Figure 1. Met1 routing (run 1).
Bar = 50 um. Cells faint in the background.
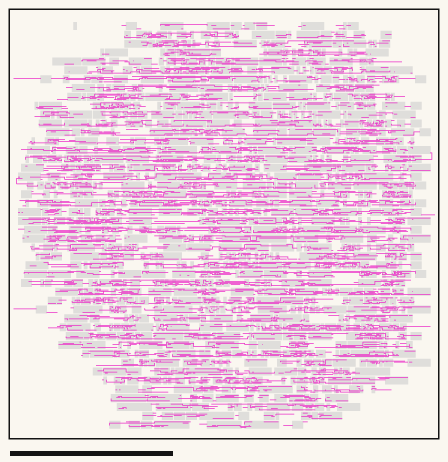
Figure 2. Met2 routing (run 1).
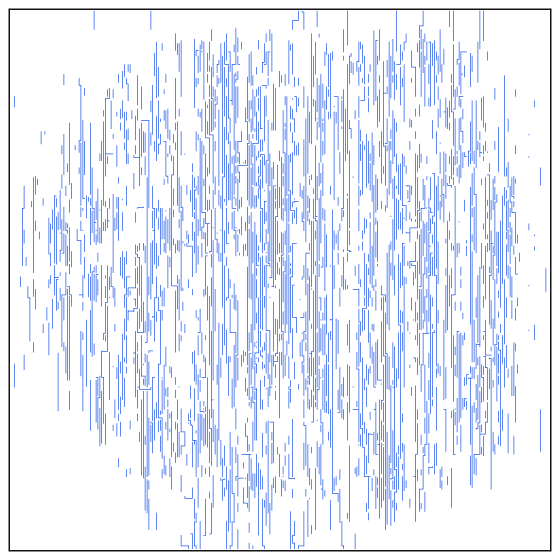
Figure 3. M4 wires (run 1).
Bar = 50 um.
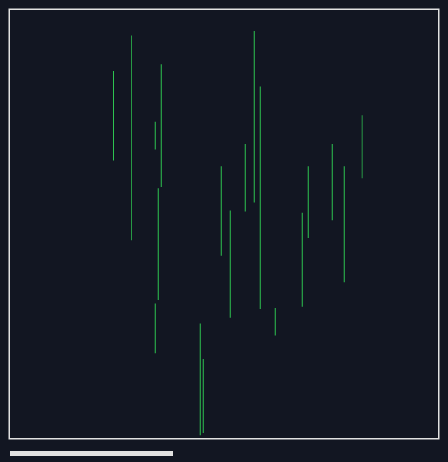
==> src/rtl/lif_spike_rate_meter.sv <==
// lif_spike_rate_meter: counts spike rising edges per channel over a window of enabled cycles
// and snapshots per-channel rates plus their total. Optional alarm comparator: RATE_ALARM_EN.
module lif_spike_rate_meter #(
    parameter  int N_CH  = 8,
    parameter  int CNT_W = 8,
    parameter  int WIN_W = 10,
    localparam int SEL_W = $clog2(N_CH),
    localparam int TOT_W = CNT_W + SEL_W
) (
    input  logic             clk,
    input  logic             rst,
    input  logic             ena,
    input  logic [N_CH-1:0]  spike_in,
    input  logic [WIN_W-1:0] win_len,
    input  logic [SEL_W-1:0] rate_sel,
    output logic [CNT_W-1:0] rate_out,
    output logic [TOT_W-1:0] total_out,
    output logic             rate_valid,
    input  logic [CNT_W-1:0] alarm_thr,
    output logic             alarm
);

    logic [N_CH-1:0]  prev_q, prev_d;
    logic [N_CH-1:0]  rise;
    logic [CNT_W-1:0] cnt_q   [N_CH];
    logic [CNT_W-1:0] cnt_d   [N_CH];
    logic [CNT_W-1:0] cnt_inc [N_CH];
    logic [CNT_W-1:0] snap_q  [N_CH];
    logic [CNT_W-1:0] snap_d  [N_CH];
    logic [WIN_W-1:0] wcnt_q, wcnt_d;
    logic [WIN_W-1:0] win_q, win_d;
    logic [TOT_W-1:0] total_q, total_d;
    logic             valid_q, valid_d;
    logic             close;

    function automatic logic [CNT_W-1:0] sat_add(input logic [CNT_W-1:0] c, input logic r);
        if (r && (c != {CNT_W{1'b1}})) begin
            return c + CNT_W'(1);
        end
        return c;
    endfunction

    assign rise  = spike_in & ~prev_q;
    assign close = ena && (wcnt_q == win_q);

    // A rise on the closing cycle is folded into the snapshot rather than the next window.
    always_comb begin
        prev_d  = spike_in;
        cnt_d   = cnt_q;
        snap_d  = snap_q;
        wcnt_d  = wcnt_q;
        win_d   = win_q;
        total_d = total_q;
        valid_d = 1'b0;
        for (int i = 0; i < N_CH; i++) begin
            cnt_inc[i] = sat_add(cnt_q[i], rise[i]);
        end
        if (close) begin
            total_d = '0;
            for (int i = 0; i < N_CH; i++) begin
                snap_d[i] = cnt_inc[i];
                cnt_d[i]  = '0;
                total_d   = total_d + TOT_W'(cnt_inc[i]);
            end
            wcnt_d  = '0;
            win_d   = win_len;
            valid_d = 1'b1;
        end else if (ena) begin
            cnt_d  = cnt_inc;
            wcnt_d = wcnt_q + WIN_W'(1);
        end
    end

    always_ff @(posedge clk) begin
        if (rst) begin
            prev_q  <= '0;
            wcnt_q  <= '0;
            win_q   <= win_len;
            total_q <= '0;
            valid_q <= 1'b0;
            for (int i = 0; i < N_CH; i++) begin
                cnt_q[i]  <= '0;
                snap_q[i] <= '0;
            end
        end else begin
            prev_q  <= prev_d;
            wcnt_q  <= wcnt_d;
            win_q   <= win_d;
            total_q <= total_d;
            valid_q <= valid_d;
            for (int i = 0; i < N_CH; i++) begin
                cnt_q[i]  <= cnt_d[i];
                snap_q[i] <= snap_d[i];
            end
        end
    end

    // Out-of-range selects fall through to zero.
    always_comb begin
        rate_out = '0;
        for (int i = 0; i < N_CH; i++) begin
            if (int'(rate_sel) == i) begin
                rate_out = snap_q[i];
            end
        end
    end

    assign total_out  = total_q;
    assign rate_valid = valid_q;

`ifdef RATE_ALARM_EN
    logic alarm_q, alarm_d, alarm_hit;

    always_comb begin
        alarm_hit = 1'b0;
        for (int i = 0; i < N_CH; i++) begin
            if (cnt_inc[i] >= alarm_thr) begin
                alarm_hit = 1'b1;
            end
        end
        alarm_d = close ? alarm_hit : alarm_q;
    end

    always_ff @(posedge clk) begin
        if (rst) begin
            alarm_q <= 1'b0;
        end else begin
            alarm_q <= alarm_d;
        end
    end

    assign alarm = alarm_q;
`else
    logic unused_alarm_thr;
    assign unused_alarm_thr = ^alarm_thr;
    assign alarm = 1'b0;
`endif

endmodule
==> config.mk <==
export PLATFORM = sky130hd
export DESIGN_NAME = lif_spike_rate_meter
export DESIGN_NICKNAME = d
export VERILOG_FILES = /design/src/rtl/lif_spike_rate_meter.sv
export SDC_FILE = /design/constraint.sdc
export NUM_CORES = 1
export LEC_CHECK = 0
export CORE_MARGIN = 2
export CORE_UTILIZATION = 60
export CTS_CLUSTER_SIZE = 40
export DETAILED_ROUTE_END_ITERATION = 8
export PLACE_DENSITY = 0.81
export SLEW_MARGIN = 20
export SYNTH_ARGS = -nofsm -noshare
export SYNTH_HDL_FRONTEND = slang
export SYNTH_SLANG_ARGS = --single-unit
==> constraint.sdc <==
create_clock -name clk -period 9.4 [get_ports clk]
set_input_delay 0.94 -clock clk [delete_from_list [all_inputs] [get_ports clk]]
set_output_delay 0.94 -clock clk [all_outputs]
set_load 0.05 [all_outputs]
==> run_results.csv, run 1 <==
group,metric,value,unit
placed_design,dp_cells,1339,
sta,relSlewSlack,0.3415,
critical_path,cp-start-kind,"primary input",
yosys,syn_avg_cell_area,8.549,um^2
placed_design,io_buffers,43,
route,via_per_inst,5.735,
sta,tns,0,ns
floorplanning,num_rows,46,
critical_path,r2r-start,"cnt_q[8]",
critical_path,critical_path.reg2reg.endpoint,"total_out[8]",
critical_path,r2r_cells,18,
critical_path,endpoint,"total_out[8]",
final_layout,instances_no_fill,1371,
clocking,cts_tree,"done",
critical_path,critical_path_class,"primary input to flop",
global_routing,overflow,0,
clocking,clkLatencyLatePin,0.44,ns
flow_run,maxCapViolations,0,
route,ant_nets,0,
final_layout,ff_latch_area,3463,um^2
clocking,clockBufferDepth,2,
final_layout,combGateArea,5749,um^2
sta,worst_slack,3.333,ns
power,power_leakage,4.072,nW
route,drt_pass1_iterations,5,
yosys,flop_cell,"dfxtp_1",
sta,fin_crit,6.067,ns
yosys,yosysChipArea,9737,um^2
sta,skew,0.008813,ns
flow_run,warning_count,34,
yosys,synth_cell_types,54,
yosys,yosysWarnings,0,
route,drc_errors,0,
global_routing,grt_max_degree,86,
yosys,synth-edff-count,10,
sta,fmax,164.8,MHz
min_path,min-delay-path-class,"flop to flop",
global_routing,antenna_found_initial,0,
placed_design,place.gp.congestion,0.8900,
sta,period_used_share,0.6455,
critical_path,r2r_slack,3.73,ns
critical_path,crit_arrival,6.43,ns
placed_design,place_ws,2.967,ns
clocking,clk_pin_slew_worst_paths,0.07,ns
final_layout,lay_top_cells,"nand2_1, dfxtp_1, nor2_1, a21oi_1, inv_1",
final_layout,num-fill-cells,1260,
yosys,netlist_area,9737,um^2
sta,holdWs,0.4487,ns
global_routing,grt_use_total,0.2731,
critical_path,cp-end-kind,"flop",
final_layout,final_nets,1241,
clocking,cts.repair.resized,0,
yosys,ys_async_sr_fraction,0,
critical_path,required,9.76,ns
yosys,ys_seq_share,0.3557,
critical_path,cp-startpoint,"spike_in[7]",
yosys,ys_ff,168,
sta,finalSetupViolCount,0,
status,status,"completed",
global_routing,grt_pass1_vias,7570,
sta,worst_slew_pin_slew,0.9877,ns
yosys,yosys_cells,1139,
final_layout,diodes,0,
power,peakVddDrop,0.0001693,V
sta,rsz0062_at_grt,"no",
yosys,synthCells,1139,
route,drt-initial-drc-count,741,
floorplanning,fp-utilization,0.6129,
clocking,h-tree-depth,4,
yosys,postSynthNetCount,1238,
global_routing,grt_pass1_wl,37890,um
final_layout,synthToLayoutAreaGrowth,10.95,%
route,wl_per_cell,16.43,um
critical_path,crit_fanout,7,
final_layout,design_area,10800,um^2
placed_design,place_area,10220,um^2
sta,hold_violations,0,
clocking,cts_setup_buffers,0,
clocking,cts-hold-fix-buffers,0,
clocking,cts_inserted_buffers,17,
clocking,clock-sinks,168,
floorplanning,ioPinCount,53,
floorplanning,fp.dieH,131.4,um
placed_design,dp_hpwl,15620,um
clocking,cts_root_buf,"clkbuf_16",
final_layout,drive_gt1_frac,0.06840,
sta,slew_violations,0,
floorplanning,dieArea,17260,um^2
floorplanning,coreArea,15890,um^2
power,power-per-cell-area,148.1,nW/um^2
floorplanning,die_w,131.4,um
final_layout,final_layout_top_logic_cell,"nand2_1",
-- Figure 1 (at the start) --
1164 nets have wire on it. The layer holds 45% of the routed length. The longest straight run is 46.5 um. The layer carries 10100 um of wire.
GR Layer Usage met1: 0.3780
DR vias: 7863

-- Figure 2 (at the start) --
The wires run mostly vertical. 1006 nets have wire on it. The layer carries 10500 um of wire.
met2 global-route usage: 0.4211
total wire length: 22520 um

-- Figure 3 (at the start) --
The layer holds 2.6% of the routed length. The longest straight run is 68.0 um. The wires run mostly vertical.

## run 1: synthesized netlist by cell type (9+ instances only)
cell type  instances  area share
mux2_2            31       0.036
buf_2              9      0.0046
a31oi_1            9      0.0058
nand2b_1           9      0.0058
nand2_1          175       0.067
nand3_1           29       0.015
a22oi_1           15       0.012
o21ai_0           30       0.015
o211ai_1          15       0.012
nand4_1           27       0.017
a21oi_1           88       0.045
nor2b_1           27       0.017
fa_1              47       0.097
xnor2_1           51       0.046
ha_1              20       0.026
nor2_1           106       0.041
and3_1            16       0.010
edfxtp_1          10       0.031
clkbuf_1          50       0.019
inv_1             73       0.028
dfxtp_1          158        0.32
mux2i_1           31       0.032
xor2_1            26       0.023
## run 1: per-stage QoR
step	utilization	power, mW
after floorplan	-	0.8709
after global placement	0.6435	0.9166
after detailed placement	0.6435	0.9219
after CTS	0.6801	1.605
after global routing	0.6801	1.659
final	0.6801	1.600
## run 1: sequential cells by signal, summed over array words and instances, names as in the netlist
name,cells
cnt_q,64
total_out,11
prev_q,8
wcnt_q,10
snap_q,64
win_q,10
rate_valid,1
## run 1: cell type report
cell class | instances | share of cell area
clock inverter | 15 | 0.01436
tap | 216 | 0.02502
sequential | 168 | 0.3206
timing repair buffer | 49 | 0.04309
inverter | 73 | 0.02536
multi-input combinational | 833 | 0.5322
clock buffer | 17 | 0.03938
## run 1: metal layers
metal  track usage  wire, um  vias up
met1        0.3780     10080     3699
li1              -         -     3859
met3       0.06173      1376       42
met4        0.1008       577        0
met2        0.4211     10490      263
met5             0         0        -
## run 1: worst min-delay path by stage
stage / end / depth (start not counted) / slack (ns) / start
detailed placement: snap_q[10] / 2 / 0.44 / snap_q[10]
global placement: snap_q[13] / 2 / 0.43 / snap_q[13]
global route: snap_q[54] / 2 / 0.47 / snap_q[54]
finish: snap_q[10] / 2 / 0.45 / snap_q[10]
floorplan: snap_q[63] / 2 / 0.43 / snap_q[63]
CTS: snap_q[10] / 2 / 0.45 / snap_q[10]
## run 1: power by group
part	total [mW]	switching, mW	leakage [nW]	internal [mW]
sequential	0.739	0.0102	1.37	0.729
combinational	0.166	0.101	2.43	0.0655
clock	0.695	0.304	0.267	0.391
total	1.60	0.415	4.07	1.19
## run 1: critical path: stages
cell	delay, ns
clkdlybuf4s50_1	0.49
nor2b_1	0.43
o21a_1	0.32
mux2_2	0.42
fa_1	0.54
inv_1	0.06
fa_1	0.52
fa_1	0.48
fa_1	0.46
inv_1	0.07
ha_1	0.18
inv_1	0.06
fa_1	0.41
nor2b_1	0.15
o31a_1	0.19
nor4_1	0.06
or4_1	0.51
a21oi_1	0.14
## run 1: cell families after synthesis
kind of cell,Yosys count,share of synthesized area
DFF,168,0.3557
buffers and inverters,138,0.05551
adders and majority gates,67,0.1223
other,1,0.0003851
muxes,62,0.06772
AOI/OAI and AO/OA,198,0.1243
and+or+nand+nor,427,0.2032
xor gates and xnor gates,78,0.07093
Figure 4. Clock nets (run 1).
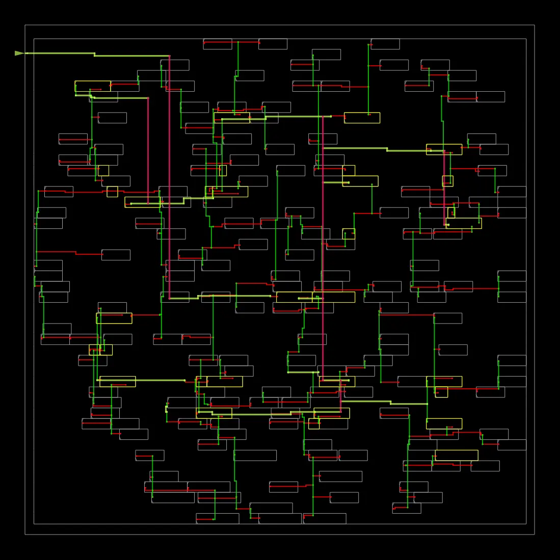

==> run 1 -> run 2 <==
==> constraint.sdc (replaced) <==
create_clock -name clk -period 6 [get_ports clk]
set_input_delay 0.6 -clock clk [delete_from_list [all_inputs] [get_ports clk]]
set_output_delay 0.6 -clock clk [all_outputs]
set_load 0.05 [all_outputs]
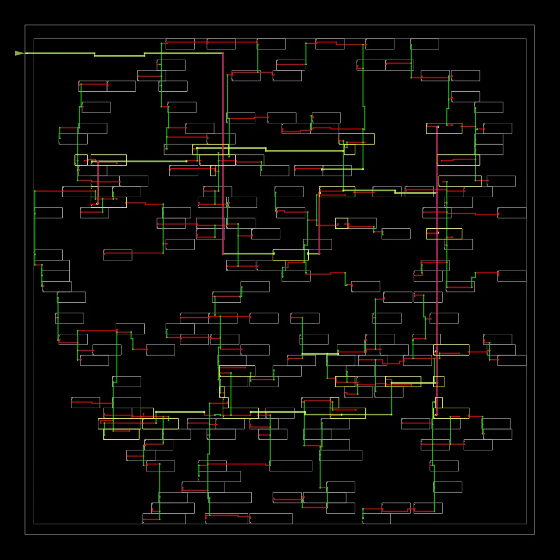
Figure 5: run 2, clock nets.
number of clock buffers in the layout: 21
clock-net power: 1.12 mW
Fin Clk Skew: 0.009967 ns
CTS buffer count: 17

==> run 2 against run 1 <==
- via count is 1.2% higher
- cell count is 0.44% higher
- die area unchanged
- critical path depth increased by 2
- core utilization is 0.39 points higher
- critical endpoint unchanged
==> run_results.csv, run 2 <==
group,metric,value,unit
status,status,"completed",
route,drt-initial-drc-count,643,
critical_path,path_cells,"ha_1 > nand4_1 > o21a_1 > nand2_1 > xor2_1 > fa_1 > inv_1 > fa_1 > fa_1 > inv_1 > fa_1 > inv_1 > ha_1 > inv_1 > fa_1 > nor2b_1 > o31a_1 > nor4_1 > or4_1 > a21oi_1",
sta,relSlewSlack,0.3568,
sta,fmax,176.4,MHz
yosys,flop_cell,"dfxtp_1",
min_path,min-delay-path-class,"flop to flop",
route,wl_per_cell,16.47,um
yosys,topCellsByArea,"dfxtp_1, fa_1, nand2_1, xnor2_1, a21oi_1",
power,power_leakage,4.123,nW
placed_design,place.gp.congestion,0.8923,
yosys,postSynthNetCount,1238,
route,wl_met3,1327,um
power,switching_power,622.5,uW
critical_path,cp_top_family,"adder cells",
yosys,yosysWarnings,0,
critical_path,cp-start-kind,"flop",
floorplanning,die_w,131.4,um
critical_path,crit_fanout,7,
route,m1WireLength,10260,um
final_layout,final_nets,1247,
route,vias,7956,
route,dr_wl_met2,10480,um
floorplanning,ioPinCount,53,
sta,worst_slew_pin_slew,0.9648,ns
final_layout,synthToLayoutAreaGrowth,11.59,%
yosys,common_cells,"nand2_1, dfxtp_1, nor2_1, a21oi_1, inv_1",
yosys,ys_seq_share,0.3557,
final_layout,drive_gt1_frac,0.07063,
sta,fin_crit,5.670,ns
yosys,syn_avg_cell_area,8.549,um^2
global_routing,grt_pass1_vias,7424,
sta,slew_violations,0,
power,seq_power_share,0.457,
route,drt_pass1_iterations,5,
route,highest_layer,"met4",
yosys,yosys_cells,1139,
final_layout,utilization,0.6840,
clocking,clkLatencyLatePin,0.43,ns
yosys,ys_async_sr_fraction,0,
global_routing,antenna_found_initial,0,
sta,period_used_share,0.9450,
route,drc_errors,0,
sta,rsz0062_at_grt,"no",
yosys,yosysChipArea,9737,um^2
clocking,cts.repair.resized,0,
critical_path,r2r_slack,0.33,ns
critical_path,cp-end-kind,"flop",
clocking,cts_setup_buffers,0,
critical_path,cpPeakStageDelay,0.56,ns
yosys,top_area_frac,0.3249,
global_routing,grt_pass1_wl,37280,um
power,power_frac_clock,0.440,
critical_path,required,6.34,ns
critical_path,critical_path_class,"flop to flop",
yosys,largest_area_cell,"dfxtp_1",
critical_path,endpoint,"total_out[8]",
power,p_int,1.914,mW
final_layout,final_layout_top_logic_cell,"nand2_1",
floorplanning,fp.dieH,131.4,um
critical_path,r2r-start,"cnt_q[32]",
flow_run,warning_count,34,
global_routing,grt_max_degree,86,
global_routing,overflow,0,
critical_path,r2r_cells,20,
clocking,h-tree-depth,4,
clocking,cts_tree,"done",
critical_path,crit_arrival,6.01,ns
placed_design,dp_hpwl,15760,um
route,wirelength,22680,um
critical_path,cp-startpoint,"cnt_q[32]",
floorplanning,num_rows,46,
power,pwr-share-comb,0.104,
route,via_per_inst,5.778,
clocking,cts-hold-fix-buffers,0,
yosys,top_cell,"nand2_1",
power,peakVddDrop,0.0001986,V
power,swShare,0.2455,
global_routing,grt_use_total,0.2684,
power,power-per-cell-area,233.4,nW/um^2
final_layout,lay_top_cells,"nand2_1, dfxtp_1, nor2_1, a21oi_1, inv_1",
clocking,clockBufferDepth,2,
yosys,synth-edff-count,10,
placed_design,io_buffers,43,
final_layout,diodes,0,
floorplanning,fp-utilization,0.6129,
yosys,netlist_area,9737,um^2
critical_path,cp_common_cell,"fa_1",
clocking,clock-sinks,168,
floorplanning,dieArea,17260,um^2
clocking,cts_root_buf,"clkbuf_16",
yosys,synthCells,1139,
clocking,clk_pin_slew_worst_paths,0.06,ns
critical_path,critical_path.reg2reg.endpoint,"total_out[8]",
route,ant_nets,0,
sta,tns,0,ns
floorplanning,coreArea,15890,um^2
critical_path,path_depth,20,
critical_path,slowest_stage,"fa_1",
critical_path,cp.buffers_inverters,4,
sta,finalSetupViolCount,0,
[run 2: cell counts after synthesis]
No cell type changed its count.
[run 2: area by class of cell]
cell class / count / area [um^2]
Fill cell: 1286 / 5020
Clock inverter: 11 / 147.6
Multi-Input combinational cell: 833 / 5749
Tap cell: 216 / 270.3
Clock buffer: 21 / 450.4
Inverter: 73 / 274.0
Timing Repair Buffer: 55 / 510.5
Sequential cell: 168 / 3463
[run 2: routing by layer]
layer,vias up,GRT usage
met2,255,0.4175
met3,46,0.06019
met5,-,0
li1,3874,-
met1,3781,0.3701
met4,0,0.09481
[run 2: power groups by stage]
stage | Combinational, mW | Sequential (mW) | Clock (mW)
after floorplan | 0.185 | 1.18 | 0
after global placement | 0.257 | 1.18 | 0
after detailed placement | 0.262 | 1.18 | 0
after CTS | 0.264 | 1.16 | 1.13
after global routing | 0.301 | 1.16 | 1.18
final | 0.263 | 1.16 | 1.12
[run 2: cell families after synthesis]
| group | Yosys count | share of synthesized area |
|---|---|---|
| simple gates | 427 | 0.2032 |
| fa+ha+maj | 67 | 0.1223 |
| mux | 62 | 0.06772 |
| flops | 168 | 0.3557 |
| buf+inv | 138 | 0.05551 |
| xor+xnor | 78 | 0.07093 |
| other cells | 1 | 0.0003851 |
| compound gates | 198 | 0.1243 |
[run 2: worst min path at each step]
stage	depth (start not counted)	end	from	slack, ns
floorplan	2	snap_q[63]	snap_q[63]	0.43
global placement	2	snap_q[14]	snap_q[14]	0.43
detailed placement	2	snap_q[12]	snap_q[12]	0.44
CTS	2	snap_q[12]	snap_q[12]	0.45
global route	2	snap_q[14]	snap_q[14]	0.46
finish	2	total_out[4]	total_out[4]	0.45
[run 2: stage by stage]
step	setup WS, ns	total power [mW]	area (um^2)	std cells	hold WS [ns]
after CTS	0.3600	2.549	10870	1377	0.4491
after global placement	0.1458	1.439	10270	1345	0.4346
final	0.3302	2.536	10870	1377	0.4489
after detailed placement	0.1158	1.444	10270	1345	0.4408
after floorplan	0.7900	1.364	9737	1139	0.4271
after global routing	0.01738	2.642	10870	1377	0.4643
[run 2: worst register-to-register path, stage by stage (launching register included)]
cell     delay (ns)
dfxtp_1        0.43
ha_1           0.27
nand4_1        0.27
o21a_1         0.32
nand2_1        0.10
xor2_1         0.27
fa_1           0.50
inv_1          0.09
fa_1           0.45
fa_1           0.56
inv_1          0.06
fa_1           0.46
inv_1          0.06
ha_1           0.21
inv_1          0.07
fa_1           0.41
nor2b_1        0.16
o31a_1         0.19
nor4_1         0.06
or4_1          0.50
a21oi_1        0.15
Power is estimated from default activity; no workload was simulated.
